--- src/rtl/axi_lite_cfg_master.sv ---
// Single-outstanding AXI-Lite initiator: one command in, one AXI write or read out, one response back.
// Latency: zero-wait responder gives rsp_valid 3 cycles after the command handshake; next command at +4.
// Backpressure: cmd_ready low while busy; rsp held until rsp_ready; AXI stalls bounded by TIMEOUT_CYCLES.
//
// Ports:
//   reg_clk, reset_n       clock and synchronous active-low reset
//   cmd_*                  command request (valid/ready, write flag, address, write data, id)
//   rsp_*                  response (valid/ready, write echo, id echo, read data, response code)
//   aw*/w*/b*/ar*/r*       AXI-Lite master channels (rlast unused)
//   timeout_cnt/id_err_cnt saturating error counters
module axi_lite_cfg_master #(
    parameter int DATA_SIZE      = 32,
    parameter int ADDR_SIZE      = 32,
    parameter int ID_SIZE        = 32,
    parameter int TIMEOUT_CYCLES = 1024
) (
    input  logic                   reg_clk,
    input  logic                   reset_n,
    // command port
    input  logic                   cmd_valid,
    output logic                   cmd_ready,
    input  logic                   cmd_write,
    input  logic [ADDR_SIZE-1:0]   cmd_addr,
    input  logic [DATA_SIZE-1:0]   cmd_wdata,
    input  logic [ID_SIZE-1:0]     cmd_id,
    // response port
    output logic                   rsp_valid,
    input  logic                   rsp_ready,
    output logic                   rsp_write,
    output logic [ID_SIZE-1:0]     rsp_id,
    output logic [DATA_SIZE-1:0]   rsp_rdata,
    output logic [1:0]             rsp_resp,
    // AXI write address / data / response
    output logic                   awvalid,
    input  logic                   awready,
    output logic [ADDR_SIZE-1:0]   awaddr,
    output logic [ID_SIZE-1:0]     awid,
    output logic                   wvalid,
    input  logic                   wready,
    output logic [DATA_SIZE-1:0]   wdata,
    output logic [DATA_SIZE/8-1:0] wstrb,
    input  logic                   bvalid,
    output logic                   bready,
    input  logic [ID_SIZE-1:0]     bid,
    input  logic [1:0]             bresp,
    // AXI read address / data
    output logic                   arvalid,
    input  logic                   arready,
    output logic [ADDR_SIZE-1:0]   araddr,
    output logic [ID_SIZE-1:0]     arid,
    input  logic                   rvalid,
    output logic                   rready,
    input  logic [DATA_SIZE-1:0]   rdata,
    input  logic [1:0]             rresp,
    input  logic [ID_SIZE-1:0]     rid,
    input  logic                   rlast,
    // error counters
    output logic [15:0]            timeout_cnt,
    output logic [15:0]            id_err_cnt
);

    typedef enum logic [2:0] {
        ST_IDLE, ST_WR_AW_W, ST_WR_B, ST_RD_AR, ST_RD_R, ST_RSP
    } state_t;

    localparam logic [15:0] TMO_LAST = 16'(TIMEOUT_CYCLES - 1);

    state_t                 state_q;
    logic                   cmd_ready_q, awvalid_q, wvalid_q, bready_q, arvalid_q, rready_q;
    logic [ADDR_SIZE-1:0]   addr_q;
    logic [DATA_SIZE-1:0]   wdata_q;
    logic [ID_SIZE-1:0]     id_q;
    logic                   write_q;
    logic                   rsp_valid_q, rsp_write_q;
    logic [ID_SIZE-1:0]     rsp_id_q;
    logic [DATA_SIZE-1:0]   rsp_rdata_q;
    logic [1:0]             rsp_resp_q;
    logic [15:0]            tmo_q, timeout_cnt_q, id_err_cnt_q;

    logic                   busy, aw_w_done, term_hs, tmo_fire;
    logic [ID_SIZE-1:0]     ret_id;
    logic [1:0]             ret_resp, rsp_resp_d;
    logic                   id_mismatch;
    logic [DATA_SIZE-1:0]   rsp_rdata_d;
    logic [15:0]            timeout_cnt_d, id_err_cnt_d;
    logic                   unused_rlast;

    assign unused_rlast = rlast;

    always_comb begin
        busy      = (state_q == ST_WR_AW_W) || (state_q == ST_WR_B) ||
                    (state_q == ST_RD_AR)   || (state_q == ST_RD_R);
        // a dropped valid means that channel already handshook
        aw_w_done = (!awvalid_q || awready) && (!wvalid_q || wready);
        case (state_q)
            ST_WR_AW_W: term_hs = aw_w_done;
            ST_WR_B:    term_hs = bvalid;
            ST_RD_AR:   term_hs = arready;
            ST_RD_R:    term_hs = rvalid;
            default:    term_hs = 1'b0;
        endcase
        // >= keeps expiry armed if a phase finishes exactly on the last allowed cycle
        tmo_fire      = busy && (tmo_q >= TMO_LAST) && !term_hs;

        ret_id        = (state_q == ST_WR_B) ? bid : rid;
        ret_resp      = (state_q == ST_WR_B) ? bresp : rresp;
        id_mismatch   = (ret_id != id_q);
        rsp_resp_d    = id_mismatch ? 2'b10 : ret_resp;
        rsp_rdata_d   = (!write_q && rsp_resp_d == 2'b00) ? rdata : '0;
        timeout_cnt_d = (timeout_cnt_q == 16'hFFFF) ? timeout_cnt_q : timeout_cnt_q + 16'd1;
        id_err_cnt_d  = (id_err_cnt_q == 16'hFFFF) ? id_err_cnt_q : id_err_cnt_q + 16'd1;
    end

    always_ff @(posedge reg_clk) begin
        if (!reset_n) begin
            state_q       <= ST_IDLE;
            cmd_ready_q   <= 1'b0;
            awvalid_q     <= 1'b0;
            wvalid_q      <= 1'b0;
            bready_q      <= 1'b0;
            arvalid_q     <= 1'b0;
            rready_q      <= 1'b0;
            addr_q        <= '0;
            wdata_q       <= '0;
            id_q          <= '0;
            write_q       <= 1'b0;
            rsp_valid_q   <= 1'b0;
            rsp_write_q   <= 1'b0;
            rsp_id_q      <= '0;
            rsp_rdata_q   <= '0;
            rsp_resp_q    <= 2'b00;
            tmo_q         <= '0;
            timeout_cnt_q <= '0;
            id_err_cnt_q  <= '0;
        end else if (tmo_fire) begin
            awvalid_q     <= 1'b0;
            wvalid_q      <= 1'b0;
            bready_q      <= 1'b0;
            arvalid_q     <= 1'b0;
            rready_q      <= 1'b0;
            rsp_valid_q   <= 1'b1;
            rsp_write_q   <= write_q;
            rsp_id_q      <= id_q;
            rsp_rdata_q   <= '0;
            rsp_resp_q    <= 2'b11;
            timeout_cnt_q <= timeout_cnt_d;
            state_q       <= ST_RSP;
        end else begin
            if (busy) begin
                tmo_q <= tmo_q + 16'd1;
            end
            case (state_q)
                ST_IDLE: begin
                    cmd_ready_q <= 1'b1;
                    if (cmd_valid && cmd_ready_q) begin
                        cmd_ready_q <= 1'b0;
                        addr_q      <= cmd_addr;
                        wdata_q     <= cmd_wdata;
                        id_q        <= cmd_id;
                        write_q     <= cmd_write;
                        tmo_q       <= '0;
                        if (cmd_write) begin
                            awvalid_q <= 1'b1;
                            wvalid_q  <= 1'b1;
                            state_q   <= ST_WR_AW_W;
                        end else begin
                            arvalid_q <= 1'b1;
                            state_q   <= ST_RD_AR;
                        end
                    end
                end
                ST_WR_AW_W: begin
                    if (aw_w_done) begin
                        awvalid_q <= 1'b0;
                        wvalid_q  <= 1'b0;
                        bready_q  <= 1'b1;
                        state_q   <= ST_WR_B;
                    end else begin
                        if (awready) awvalid_q <= 1'b0;
                        if (wready)  wvalid_q  <= 1'b0;
                    end
                end
                ST_RD_AR: begin
                    if (arready) begin
                        arvalid_q <= 1'b0;
                        rready_q  <= 1'b1;
                        state_q   <= ST_RD_R;
                    end
                end
                ST_WR_B, ST_RD_R: begin
                    if (term_hs) begin
                        bready_q    <= 1'b0;
                        rready_q    <= 1'b0;
                        rsp_valid_q <= 1'b1;
                        rsp_write_q <= write_q;
                        rsp_id_q    <= id_q;
                        rsp_rdata_q <= rsp_rdata_d;
                        rsp_resp_q  <= rsp_resp_d;
                        if (id_mismatch) id_err_cnt_q <= id_err_cnt_d;
                        state_q     <= ST_RSP;
                    end
                end
                ST_RSP: begin
                    if (rsp_ready) begin
                        rsp_valid_q <= 1'b0;
                        cmd_ready_q <= 1'b1;
                        state_q     <= ST_IDLE;
                    end
                end
                default: state_q <= ST_IDLE;
            endcase
        end
    end

    assign cmd_ready   = cmd_ready_q;
    assign rsp_valid   = rsp_valid_q;
    assign rsp_write   = rsp_write_q;
    assign rsp_id      = rsp_id_q;
    assign rsp_rdata   = rsp_rdata_q;
    assign rsp_resp    = rsp_resp_q;
    assign awvalid     = awvalid_q;
    assign awaddr      = addr_q;
    assign awid        = id_q;
    assign wvalid      = wvalid_q;
    assign wdata       = wdata_q;
    assign wstrb       = '1;
    assign bready      = bready_q;
    assign arvalid     = arvalid_q;
    assign araddr      = addr_q;
    assign arid        = id_q;
    assign rready      = rready_q;
    assign timeout_cnt = timeout_cnt_q;
    assign id_err_cnt  = id_err_cnt_q;

endmodule

--- config.mk ---
export PLATFORM = sky130hd
export DESIGN_NAME = axi_lite_cfg_master
export DESIGN_NICKNAME = d
export VERILOG_FILES = /design/src/rtl/axi_lite_cfg_master.sv
export SDC_FILE = /design/constraint.sdc
export NUM_CORES = 1
export LEC_CHECK = 0
export CORE_UTILIZATION = 25
export DETAILED_ROUTE_END_ITERATION = 12
export MAX_ROUTING_LAYER = met4
export PLACE_DENSITY = 0.63
export SETUP_SLACK_MARGIN = 0.15
export SLEW_MARGIN = 10
export SYNTH_ARGS = -nofsm -noshare
export SYNTH_HDL_FRONTEND = slang
export SYNTH_SLANG_ARGS = --single-unit
--- constraint.sdc ---
create_clock -name reg_clk -period 3.4 [get_ports reg_clk]
set_clock_uncertainty 0.05 [all_clocks]
set_input_delay 0.85 -clock reg_clk [delete_from_list [all_inputs] [get_ports reg_clk]]
set_output_delay 0.85 -clock reg_clk [all_outputs]
set_load 0.05 [all_outputs]
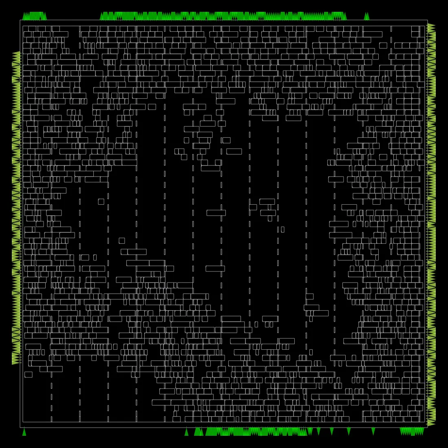
Figure 1: run 1, cell placement.
Tap Cells: 511
num rows: 71

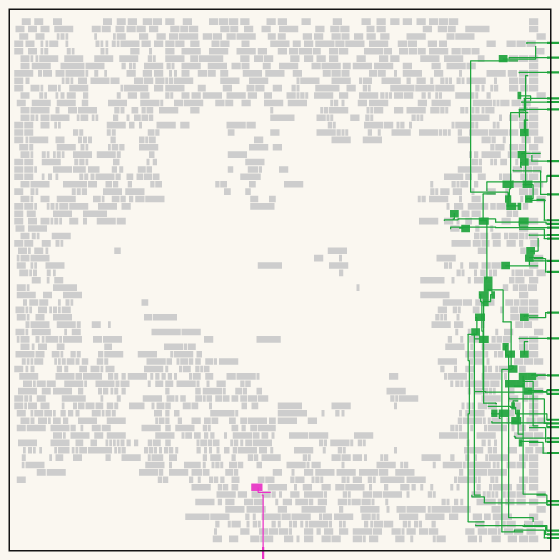
Figure 2: run 1, nets reached from selected ports.
port	color	bits	direction	end cells	buffers	wire
`rid`	green	32	input	43	32	1380 microns
`bvalid`	magenta	1	input	1	1	26.7 microns
Port Buffers: 471
io pins: 477

==> run summary, run 1 <==
yosys + openroad results -> status finished clean, FP Util 25.6%, DR vias 9875, adder share 0.388%, hold path endpoint rsp_id[28], Reg area 4440 sq um, fin. max-slew vios 0, Final min period 3090 ps, Gate Count Post-Synth 1180, reg2reg path depth 11, largest net degree at the start of global routing 72, WL final 39200 microns, fin crit share 91.0%, total track usage 19.3%, final RePlAce weighted congestion 0.912, top power consumer group combinational cells, Synth top cell by count nand2_1, max-capacitance violation count 0, Insertion Delay late pin 540 ps, Worst-path clk slew 60 ps, r2r startpoint state_q[2], placeable core area 37800 sq um, CP endpoint id_err_cnt[8], hold path depth 2, Sequential Power Share 33.1%, post-route cell area 15500 sq um, Post-Syn Area 9680 sq um, Max Fclk 323 MHz, area leader, netlist dfxtp_1, Log Warnings 27, yosys simple share 20.1%, # setup viols final 0
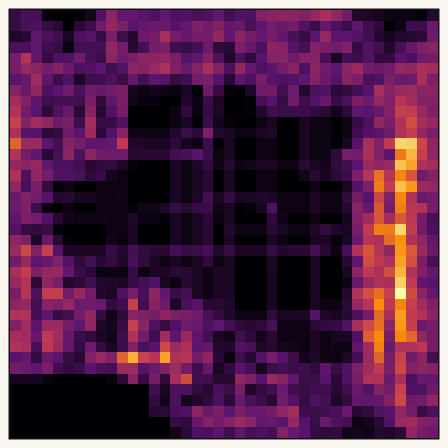
Figure 3: run 1, routed metal per tile.
The die is cut into 40 by 40 equal tiles; black is low, pale yellow is high, scaled to the fullest tile. Values are wire area over tile area, all layers added.
fullest tile	0.79
emptiest ninth of the die	middle
nearly empty tiles	14%
tiles over half the peak	5.4%
mean over tiles	0.16
densest ninth of the die	right middle

-- run 1: worst max-delay path: stages --
cell and delay, ps:
clkdlybuf4s50_1 570, inv_1 60, o22ai_1 400, nor4_1 100, o2111a_1 200, o211a_1 340, a21o_1 230, buf_4 190
or4_1 400, a21oi_1 140
-- run 1: layer usage --
layer / global-route usage [%] / vias to the layer above / share of wire (%)
li1: - / 4777 / -
met1: 21.7 / 4612 / 40
met2: 33.1 / 405 / 49
met3: 4.54 / 81 / 7.8
met4: 7.72 / 0 / 3.7
met5: - / - / 0
-- run 1: placed cells by master (no fill, tap or decap), types with 5 or more instances in the layout --
cell type	n
nand2_1	288
inv_1	35
xor2_1	31
o21ai_0	22
or4_1	5
nor4_1	11
buf_4	35
clkdlybuf4s50_1	471
nor3_1	6
or3_1	13
clkbuf_16	25
nand3_1	27
nand4_1	15
mux2i_1	13
nor2_1	42
dfxtp_1	222
a21oi_1	161
a22o_1	37
clkbuf_8	5
o22ai_1	9
buf_12	8
and3_1	9
nand2b_1	7
o31ai_1	6
xnor2_1	21
-- run 1: registers in the layout, indices dropped and copies added, names as in the netlist, 2 cells and up --
register     cells
state_q          3
timeout_cnt     16
rsp_rdata       32
araddr          32
wdata           32
id_err_cnt      16
arid            32
rsp_resp         2
tmo_q           16
rsp_id          32
-- run 1: per-stage QoR --
stage	setup TNS [ps]	instances	power [mW]	worst slack [ps]	util, %
2_1_floorplan	0	1183	5.38	534	-
3_3_place_gp	-7320	2075	6.68	-170	38.8
3_5_place_dp	-6400	2075	6.71	-168	38.8
4_1_cts	0	2117	9.55	288	41.0
5_1_grt	0	2118	9.90	226	41.1
6_report	0	2118	9.44	308	41.1
==> inputs of run 2 (changes only) <==
--- a/config.mk
+++ b/config.mk
@@ -5,6 +5,7 @@
 export SDC_FILE = /design/constraint.sdc
 export NUM_CORES = 1
 export LEC_CHECK = 0
+export CORE_MARGIN = 10
 export CORE_UTILIZATION = 25
 export DETAILED_ROUTE_END_ITERATION = 12
 export MAX_ROUTING_LAYER = met4
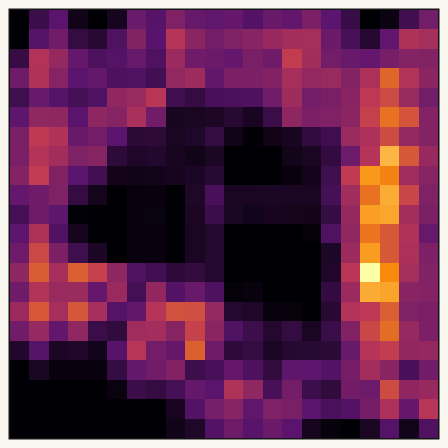
Figure 4: run 2, routed metal per tile.
The die is cut into 22 by 22 equal tiles; black is low, pale yellow is high, scaled to the fullest tile. Values are wire area over tile area, all layers added.
nearly empty tiles	14%
densest ninth of the die	right middle
emptiest ninth of the die	middle
mean over tiles	0.15
fullest tile	0.59
tiles over half the peak	8.7%

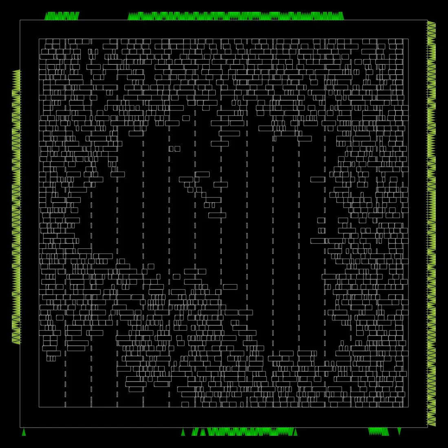
Figure 5: run 2, cell placement.
register share of the cell area: 28.5%
placeable core area: 38500 sq um
Tap Cells: 518
Flop Count: 222

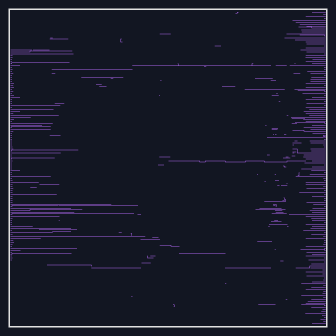
Figure 6: run 2, met3 routing.
longest straight run	95.0 microns
share of all routed wire	8.9%
DR vias: 9979
met3 Usage GRT: 5.48%
WL final: 42800 microns

==> run 2 against run 1 <==
Critical path type unchanged. Worst hold slack got worse by 4.4 ps. Register-to-register slack improved by 50 ps. Area after synthesis unchanged. Largest power group unchanged. Wire length increased by 9.3%.
==> run summary, run 2 <==
yosys + openroad results -> Port Buffers 471 (unchanged), largest net degree at the start of global routing 59 (-18%), Log Warnings 27 (unchanged), P_int 5.87 mW, initial antenna violation count 1, Crit path arrival time 3430 ps, area reported by Yosys stat 9680 sq um, Max Fclk 333 MHz (+2.8%), Worst-path clk slew 60 ps (about the same), io pins 477 (unchanged), yosys simple share 20.1% (unchanged), Final Worst Setup Slack 393 ps (+85.4 ps), top power consumer group combinational cells, Filler Cell Count 3914, Final min period 3010 ps (-85.4 ps), Post-Syn Area 9680 sq um (unchanged), vias in the first global route 10100, max-capacitance violation count 0 (unchanged), hold path endpoint rsp_write, RSZ-0062 raised after global routing no, Top cell excl fill/tap clkdlybuf4s50_1, reg2reg path depth 10 (-1), Sequential Power Share 32.4% (-0.7 points), Die Size 47000 sq um, Insertion Delay late pin 550 ps (about the same), Net Sw Frac 38.8%, r2r startpoint state_q[2], Gate Count Post-Synth 1180 (unchanged), fin crit share 88.4% (-2.5 points), hold path depth 2 (unchanged), Synth top cell by count nand2_1, Final Power 9.60 mW (+1.6%), total track usage 17.6% (-1.7 points), H-tree lvl count 1, ys async rst share 0%, Tightest Pin Transition 972 ps, adder share 0.388% (unchanged), status finished clean, Top non-seq family simple AND/OR/NAND/NOR gates, final RePlAce weighted congestion 0.906 (-0.67%), Hold Crit Start rsp_write, post-route cell area 15600 sq um (+0.49%), FP Util 25.2% (-0.41 points), fin. max-slew vios 0 (unchanged), num rows 72 (+1.4%), # setup viols final 0 (unchanged), Top Layout Cells clkdlybuf4s50_1 (471), nand2_1 (289), dfxtp_1 (222), pre-CTS setup slack -124 ps (+44.2 ps), area leader, netlist dfxtp_1
-- run 2: logic make-up (layout without fill, tap and decap cells) --
logic type      count (synthesis)  count (layout)
flops                         222             222
buf+inv                       169             593
other cells                     1               5
compound gates                276             276
xor+xnor                       52              52
mux                            16              16
fa+ha+maj                       3               3
simple gates                  441             441
-- run 2: critical path: stages --
cell             delay, ps
clkdlybuf4s50_1        510
inv_1                   80
a221oi_1               290
a31oi_1                110
a2111oi_0              420
o211a_1                340
nand2_2                100
nor4_4                 320
buf_12                 230
a22o_1                 150
-- run 2: final cells by class --
type / instances / area, sq um / area share (%)
Timing Repair Buffer: 511 / 5140 / 32.9
Multi-Input combinational cell: 792 / 4340 / 27.8
Antenna cell: 1 / 2.50 / 0.0160
Inverter: 36 / 140 / 0.898
Sequential cell: 222 / 4440 / 28.5
Tap cell: 518 / 648 / 4.15
Clock inverter: 10 / 131 / 0.841
Clock buffer: 36 / 769 / 4.93
-- run 2: worst max-delay path by stage --
stage | slack (ps) | from | to | cells past startpoint
2_1_floorplan | 530 | arready | rsp_rdata[0] | 9
3_3_place_gp | -100 | bid[9] | rsp_rdata[20] | 10
3_5_place_dp | -120 | bid[9] | rsp_rdata[18] | 10
4_1_cts | 410 | arid[23] | arid[23] | 1
5_1_grt | 250 | bid[9] | rsp_rdata[16] | 10
6_report | 390 | rid[22] | rsp_rdata[4] | 10
-- run 2: layer usage --
metal,GRT usage [%],share of wire [%],up-vias
met5,-,0,-
met4,5.10,2.5,0
met3,5.48,8.9,55
met2,30.4,49,430
met1,19.2,39,4713
li1,-,-,4781
-- run 2: per-stage QoR --
step                setup TNS [ps]  util [%]  instances
global route                     0      40.6       2126
CTS                              0      40.6       2125
detailed placement           -4020      38.2       2079
finish                           0      40.6       2126
global placement             -3530      38.2       2079
floorplan                        0         -       1183
==> inputs of run 3 (changes only) <==
--- a/config.mk
+++ b/config.mk
@@ -5,11 +5,13 @@
 export SDC_FILE = /design/constraint.sdc
 export NUM_CORES = 1
 export LEC_CHECK = 0
+export CAP_MARGIN = 20
 export CORE_MARGIN = 10
 export CORE_UTILIZATION = 25
 export DETAILED_ROUTE_END_ITERATION = 12
+export DONT_BUFFER_PORTS = 1
 export MAX_ROUTING_LAYER = met4
-export PLACE_DENSITY = 0.63
+export PLACE_DENSITY = 0.47
 export SETUP_SLACK_MARGIN = 0.15
 export SLEW_MARGIN = 10
 export SYNTH_ARGS = -nofsm -noshare
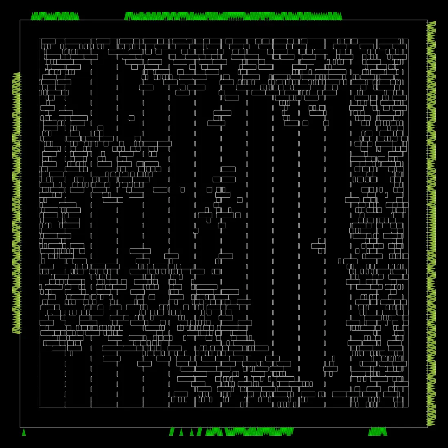
Figure 7: run 3, cell placement.
Finished Core Util: 29.0%
post-route non-filler standard cell count: 1689

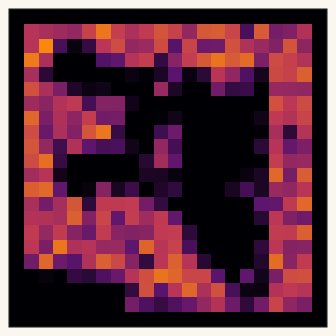
Figure 8: run 3, local utilization.
The die is cut into 22 by 22 equal tiles; black is low, pale yellow is high, 0 to 100% covered.
mean over tiles	22%
emptiest ninth of the die	middle
fullest tile	74%
nearly empty tiles	41%

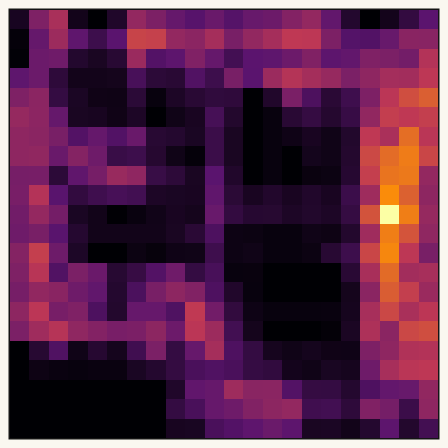
Figure 9: run 3, routed metal per tile.
The die is cut into 22 by 22 equal tiles; black is low, pale yellow is high, scaled to the fullest tile. Values are wire area over tile area, all layers added.
tiles over half the peak	7.0%
mean over tiles	0.14
emptiest ninth of the die	middle
Avg WL per Cell: 22.6 microns
DR vias: 8304
total track usage: 15.5%
WL final: 38200 microns

==> run 3 against run 2 <==
Clock-buffer cell count increased by 1. Critical path depth unchanged. Combinational power decreased by 39%. Setup slack improved by 76 ps. Fmax increased by 2.6%. Design area decreased by 28%. Total power decreased by 6.4%. Sequential cell count unchanged. Worst hold slack got worse by 21 ps. Register-to-register slack got worse by 80 ps. Area after synthesis unchanged. First-iteration DRC count decreased by 17%.
==> run summary, run 3 <==
yosys + openroad results -> status finished clean, Critical Path, Cell by Cell nor3b_4 -> buf_12 -> mux2i_1 -> xnor2_1 -> a221o_1 -> nor4_4 -> nand2_2 -> nor4_4 -> buf_12 -> a22o_1, Log Warnings 27 (unchanged), Worst-path clk slew 60 ps (about the same), max-capacitance violation count 0 (unchanged), Final Worst Setup Slack 469 ps (+75.6 ps), final RePlAce weighted congestion 0.843 (-7.0%), placeable core area 38500 sq um (unchanged), Max Fclk 341 MHz (+2.6%), pre-CTS setup slack 300 ps (+423 ps), num rows 72 (unchanged), Synth top cell by count nand2_1, Insertion Delay late pin 540 ps (about the same), area leader, netlist dfxtp_1, setup TNS 0 ps (unchanged), Crit path max-delay family simple AND/OR/NAND/NOR gates, Top Layout Cells nand2_1 (289), dfxtp_1 (222), a21oi_1 (161), critical path's slowest cell nor4_4, Final min period 2930 ps (-75.6 ps), antenna diode count 0 (-1), GR Util met2 26.1% (-4.3 points), Die Size 47000 sq um (unchanged), io pins 477 (unchanged), # setup viols final 0 (unchanged)
run 3: kinds of logic after synthesis:
group | count (synthesis) | share of synthesized area, %
fa+ha+maj | 3 | 0.388
other cells | 1 | 0.0387
compound gates | 276 | 17.4
flops | 222 | 45.9
simple gates | 441 | 20.1
xor+xnor | 52 | 4.71
mux | 16 | 1.69
buf+inv | 169 | 9.68
run 3: final cells by class:
cell class	count	area, sq um	share of cell area (%)
Inverter	36	138	1.23
Clock inverter	10	180	1.61
Timing Repair Buffer	74	656	5.87
Tap cell	518	648	5.80
Clock buffer	37	763	6.83
Sequential cell	222	4440	39.8
Multi-Input combinational cell	792	4340	38.9
run 3: routing by layer:
layer | share of wire, % | up-vias
met5 | 0 | -
met3 | 11 | 69
met1 | 36 | 3926
met2 | 49 | 420
met4 | 3.3 | 0
li1 | - | 3889
run 3: through the flow:
stage / utilization [%] / instances / hold WS (ps) / total power, mW
final: 29.0 / 1689 / 376 / 8.98
after global routing: 29.0 / 1689 / 357 / 9.41
after CTS: 29.0 / 1689 / 343 / 9.11
after detailed placement: 26.6 / 1642 / 405 / 5.99
after global placement: 26.6 / 1642 / 397 / 5.96
after floorplan: - / 1183 / 386 / 5.38
run 3: power by group:
| group | switching [mW] | internal, mW | leakage [nW] |
|---|---|---|---|
| clock network | 1.14 | 1.93 | 0.457 |
| logic | 1.56 | 0.609 | 1.66 |
| registers | 0.900 | 2.83 | 1.80 |
| total | 3.60 | 5.38 | 3.91 |
run 3: final timing paths:
check | cells after the start | start | slack, ps | end
hold reg to reg | 2 | arid[17] | 410 | arid[17]
hold / removal | 1 | arready | 380 | arvalid
setup / recovery | 10 | state_q[2] | 470 | rsp_rdata[27]
setup reg to reg | 10 | state_q[2] | 470 | rsp_rdata[27]
No activity file was given, so power comes from the tool's default toggle rates.
